Figure 1. Signal wires by layer.
Scale: 6 px per micron. Two of the layers only.
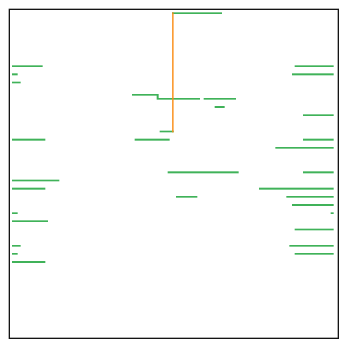
Figure 2. Zoomed window.
Window x 12 to 42, y 23 to 53 microns. Cells in gray, sequential cells in the stronger gray; small squares are vias.
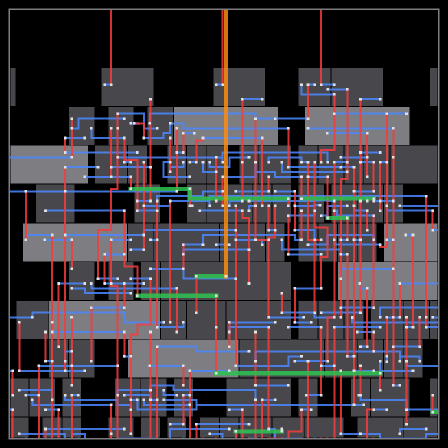
Figure 3. Signal wires on met1.
Scale: 6 px per micron. Supply wires on this layer in gray.
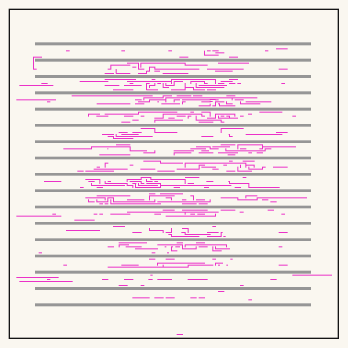
Figure 4. Logic cells by family.
Scale: 8 px per micron.
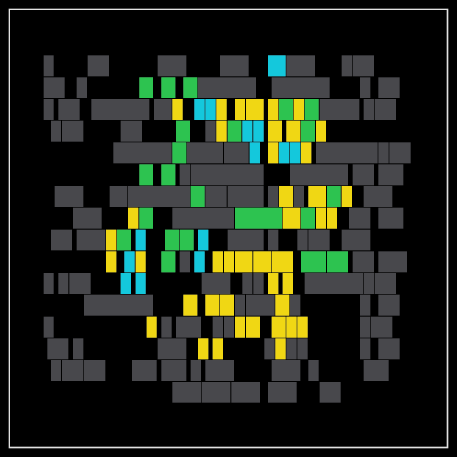
## src/rtl/tt_um_mux_scan_pkg.sv

```systemverilog
// Shared definitions for the NUM_CH:1 scanning bit selector tile.
// Holds the sequencer state encoding and the bit positions of the fields
// packed onto uo_out and decoded from uio_in.
package tt_um_mux_scan_pkg;

  typedef enum logic {
    ST_MANUAL = 1'b0,
    ST_SCAN   = 1'b1
  } state_t;

  // uo_out field positions
  localparam int OUT_BIT   = 0;
  localparam int SEL_LSB   = 1;
  localparam int SEL_FLD_W = 3;
  localparam int WRAP_BIT  = 4;
  localparam int MODE_BIT  = 5;

  // uio_in field positions
  localparam int MODE_IN   = 3;
  localparam int DWELL_LSB = 4;

endpackage

```

## src/rtl/mux_scan_seq.sv

```systemverilog
// Select sequencer for the scanning bit selector.
// MANUAL: the select follows the pins. SCAN: the select steps through
// 0..NUM_CH-1, holding each channel for dwell_in+1 cycles, and wrap
// pulses for one cycle after a genuine NUM_CH-1 -> 0 step.
// Ports:
//   clk, rst (sync, active-high), ena (0 freezes every register)
//   mode     : 1 requests SCAN, 0 requests MANUAL
//   man_sel  : select from the pins
//   dwell_in : dwell reload value
//   sel      : registered select (may be out of range in MANUAL)
//   wrap     : one-cycle wrap pulse
//   mode_q   : 1 while in SCAN
module mux_scan_seq
  import tt_um_mux_scan_pkg::*;
#(
  parameter int NUM_CH  = 8,
  parameter int SEL_W   = 3,
  parameter int DWELL_W = 4
) (
  input  logic               clk,
  input  logic               rst,
  input  logic               ena,
  input  logic               mode,
  input  logic [SEL_W-1:0]   man_sel,
  input  logic [DWELL_W-1:0] dwell_in,
  output logic [SEL_W-1:0]   sel,
  output logic               wrap,
  output logic               mode_q
);

  localparam logic [SEL_W-1:0] LAST_SEL = SEL_W'(NUM_CH - 1);

  state_t             state_q, state_d;
  logic [DWELL_W-1:0] dwell_q, dwell_d;
  logic [SEL_W-1:0]   sel_q, sel_d;
  logic               wrap_q, wrap_d;

  always_comb begin
    state_d = state_q;
    dwell_d = dwell_q;
    sel_d   = sel_q;
    wrap_d  = 1'b0;
    case (state_q)
      ST_MANUAL: begin
        // The scan starts from whatever the pins select on entry.
        sel_d = man_sel;
        if (mode) begin
          state_d = ST_SCAN;
          dwell_d = dwell_in;
        end
      end
      ST_SCAN: begin
        // Mode drop outranks a dwell expiry in the same cycle.
        if (!mode) begin
          state_d = ST_MANUAL;
          sel_d   = man_sel;
          dwell_d = '0;
        end else if (dwell_q != '0) begin
          dwell_d = dwell_q - DWELL_W'(1);
        end else begin
          dwell_d = dwell_in;
          if (sel_q >= LAST_SEL) begin
            // Out-of-range selects recover to 0 without flagging a wrap.
            sel_d  = '0;
            wrap_d = (sel_q == LAST_SEL);
          end else begin
            sel_d = sel_q + SEL_W'(1);
          end
        end
      end
      default: state_d = ST_MANUAL;
    endcase
  end

  always_ff @(posedge clk) begin
    if (rst) begin
      state_q <= ST_MANUAL;
      dwell_q <= '0;
      sel_q   <= '0;
      wrap_q  <= 1'b0;
    end else if (ena) begin
      state_q <= state_d;
      dwell_q <= dwell_d;
      sel_q   <= sel_d;
      wrap_q  <= wrap_d;
    end
  end

  assign sel    = sel_q;
  assign wrap   = wrap_q;
  assign mode_q = (state_q == ST_SCAN);

endmodule

```

## src/rtl/tt_um_mux_scan.sv

```systemverilog
// TinyTapeout tile: NUM_CH:1 registered bit selector with manual and
// dwell-timed scan modes.
// Ports:
//   clk, rst (sync, active-high), ena (0 freezes every register)
//   ui_in   : [NUM_CH-1:0] data channels
//   uio_in  : [2:0] manual select, [3] mode (1=SCAN), [7:4] dwell load
//   uo_out  : [0] selected bit, [3:1] select, [4] wrap, [5] mode, [7:6] 0
//   uio_out : constant 0
//   uio_oe  : constant 0 (all uio pins are inputs)
module tt_um_mux_scan
  import tt_um_mux_scan_pkg::*;
#(
  parameter int NUM_CH  = 8,
  parameter int SEL_W   = 3,
  parameter int DWELL_W = 4
) (
  input  logic       clk,
  input  logic       rst,
  input  logic       ena,
  input  logic [7:0] ui_in,
  input  logic [7:0] uio_in,
  output logic [7:0] uio_out,
  output logic [7:0] uio_oe,
  output logic [7:0] uo_out
);

  logic [SEL_W-1:0]     sel;
  logic                 wrap;
  logic                 mode_q;
  logic                 out_q, out_d;
  logic [SEL_FLD_W-1:0] sel_ext;
  logic                 unused_pins;

  mux_scan_seq #(
    .NUM_CH  (NUM_CH),
    .SEL_W   (SEL_W),
    .DWELL_W (DWELL_W)
  ) u_seq (
    .clk      (clk),
    .rst      (rst),
    .ena      (ena),
    .mode     (uio_in[MODE_IN]),
    .man_sel  (uio_in[SEL_W-1:0]),
    .dwell_in (uio_in[DWELL_LSB +: DWELL_W]),
    .sel      (sel),
    .wrap     (wrap),
    .mode_q   (mode_q)
  );

  // The mux reads the registered select, so a pin select reaches
  // uo_out[0] two cycles later while data reaches it in one.
  always_comb begin
    out_d = 1'b0;
    if (int'(sel) < NUM_CH) out_d = ui_in[sel];
  end

  always_ff @(posedge clk) begin
    if (rst)      out_q <= 1'b0;
    else if (ena) out_q <= out_d;
  end

  assign sel_ext = SEL_FLD_W'(sel);

  always_comb begin
    uo_out                          = 8'h00;
    uo_out[OUT_BIT]                 = out_q;
    uo_out[SEL_LSB +: SEL_FLD_W]    = sel_ext;
    uo_out[WRAP_BIT]                = wrap;
    uo_out[MODE_BIT]                = mode_q;
  end

  assign uio_out = 8'h00;
  assign uio_oe  = 8'h00;

  // Upper data channels and spare uio bits are deliberately ignored.
  assign unused_pins = ^{ui_in, uio_in};

endmodule

```

## config.mk

```make
export PLATFORM = sky130hd
export DESIGN_NAME = tt_um_mux_scan
export DESIGN_NICKNAME = d
export VERILOG_FILES = /design/src/rtl/tt_um_mux_scan_pkg.sv /design/src/rtl/mux_scan_seq.sv /design/src/rtl/tt_um_mux_scan.sv
export SDC_FILE = /design/constraint.sdc
export NUM_CORES = 1
export LEC_CHECK = 0
export ABC_AREA = 1
export CAP_MARGIN = 20
export CORE_MARGIN = 4
export CORE_UTILIZATION = 40
export DETAILED_ROUTE_END_ITERATION = 8
export GPL_TIMING_DRIVEN = 0
export HOLD_SLACK_MARGIN = 0.05
export PLACE_DENSITY = 0.8
export SYNTH_ARGS = -nofsm -noshare
export SYNTH_HDL_FRONTEND = slang
export SYNTH_HIERARCHICAL = 1
export SYNTH_SLANG_ARGS = --single-unit
```

## constraint.sdc

```tcl
create_clock -name clk -period 1.4 [get_ports clk]
set_input_delay 0.21 -clock clk [delete_from_list [all_inputs] [get_ports clk]]
set_output_delay 0.21 -clock clk [all_outputs]
set_load 0.01 [all_outputs]
```

==> flow report <==
=====================================================================================
RSZ-0062 raised after global routing ...................................        false
Most repeated library cell on the critical path ........................ sky130_fd_sc_hd__nor2_1
Total clock buffers created by CTS .....................................            3
Total clock sinks ......................................................           10
Inserted Diodes ........................................................            0
Number of warnings the tools reported ..................................           27
Initial Utilization ....................................................        43.4%
Final Cycle Share ......................................................        88.9%
Per-cell routed wire length ............................................ 9.67 microns
Clk ins delay skew pair ................................................      0.27 ns
Number of design rule violations left after detail routing .............            0
Mean number of vias per cell ...........................................         4.40
Flop area ..............................................................    208 sq um
Count of nets left with antenna violations after detail routing ........            0
Arrival time at the worst endpoint .....................................      1.41 ns
Yosys Warn Count .......................................................            6
Busiest metal layer after global routing ...............................         met2
Status ................................................................. finished, final reports clean
Worst Hold Slack .......................................................     0.473 ns
Die Size ...............................................................   2980 sq um
Y dimension of the die ................................................. 54.6 microns
Worst Skew .............................................................   0.00695 ns
Hold buffers post-CTS ..................................................            0
Kind of start point of the critical path ...............................         flop
End point of the critical path ......................................... u_seq/sel[1]
Post-cts gate resize count .............................................           11
Placed inst area .......................................................   1210 sq um
Share of synthesized cell area in and-or and or-and compound cells .....        14.7%
Final Hold Violation Tally .............................................            0
Number of filler cells placed in the layout ............................          196
Number of synthesized register bits ....................................           10
Area fraction in full adders, half adders and majority gates ...........        5.76%
Slowest cell on the critical path ...................................... sky130_fd_sc_hd__dfxtp_1
First-pass GRT wire length ............................................. 3380 microns
Total chip power .......................................................     0.907 mW
FP Rows ................................................................           16
Antenna violations before repair .......................................            0
DP Cell Count ..........................................................          203
Count of boundary I/O pins .............................................           43
Via count of the first global-routing pass .............................          821
GR Layer Usage met3 ....................................................        4.36%
TritonCTS clock tree ...................................................        built
Maximum number of pins on one net before global-route repair ...........           11
Cells along the critical path .......................................... inv_1, ha_4, nand2_2, a21oi_4, inv_2, nor2_1, nor2_1
X dimension of the die ................................................. 54.6 microns
Top Metal Used .........................................................         met4
Count of routing violations after the opening detailed-route iteration .           26
Crit path buffers/inverters ............................................            2
Max-cap violation count ................................................            0
Root buffer cell ....................................................... sky130_fd_sc_hd__clkbuf_4
Placer's final routability congestion estimate .........................        0.938
Number of buffers on the longest clock path ............................            2
Final worst path period need ...........................................      1.24 ns
Post-layout util .......................................................        62.7%
Hold Crit Class ........................................................ flop to flop
Maximum level of the CTS H-tree ........................................            1
Largest family of logic cells by area .................................. simple AND/OR/NAND/NOR gates
Final Instance Area ....................................................   1250 sq um
Dominant flop cell ..................................................... sky130_fd_sc_hd__dfxtp_1
Reg2Reg Capture Point .................................................. u_seq/sel[1]
Data required time at the worst endpoint ...............................      1.57 ns
Critical R2R Launch .................................................... u_seq/dwell_q[1]
Critical Setup Path Class .............................................. flop to flop
=====================================================================================
-- Figure 1 (at the start) --
[met3] green | wire length: 170 microns
[met4] orange | wire length: 19.7 microns
aggregate routed wire length: 2000 microns
vias after detailed routing: 911

-- Figure 2 (at the start) --
[met3] green
[met2] red
[met1] blue
[met4] orange
netlist names of flops here include: u_seq/dwell_q (4), u_seq/sel (2)
most frequent: nand2_1 (17), o21ai_0 (11), nor2_1 (11)
cells with their middle in the window: 88
sequential cells in the window: 7

-- Figure 3 (at the start) --
nets with wire on the layer: 178
wire length on this layer: 840 microns
main direction: horizontal
longest straight run: 15.2 microns
share of all routed wire: 42%
met1 routing resource usage after global routing: 17.3%

-- Figure 4 (at the start) --
[inverting AOI/OAI gates] green | cells: 22
[NOR gates] cyan | cells: 14
[NAND gates] yellow | cells: 42
most frequent standard cell in the layout excluding fill and tap cells: sky130_fd_sc_hd__nand2_1
share of the final layout cell area in multi-input gates: 41.4%
number of cells in the finished layout apart from fillers: 207

==> cell type report <==
cell class	instances	area share [%]
well taps	27	2.69
plain buffers	21	12.6
inverters	18	5.38
multi-input cells	103	41.4
flip-flops and latches	10	16.6
clock buffers	4	2.89
repair buffers	24	18.5
==> power breakdown <==
group | leakage [nW] | switching [mW] | total (mW) | internal (mW)
sequential | 0.0842 | 0.0277 | 0.334 | 0.307
clock | 0.0210 | 0.108 | 0.266 | 0.158
combinational | 0.563 | 0.151 | 0.307 | 0.155
==> state kept, by name, summed over array words and instances, names as in the netlist <==
register	flops
out_q	1
u_seq/dwell_q	4
u_seq/mode_q	1
u_seq/sel	3
u_seq/wrap	1
Power figures rest on the tool's default switching activity, not on a simulated workload.
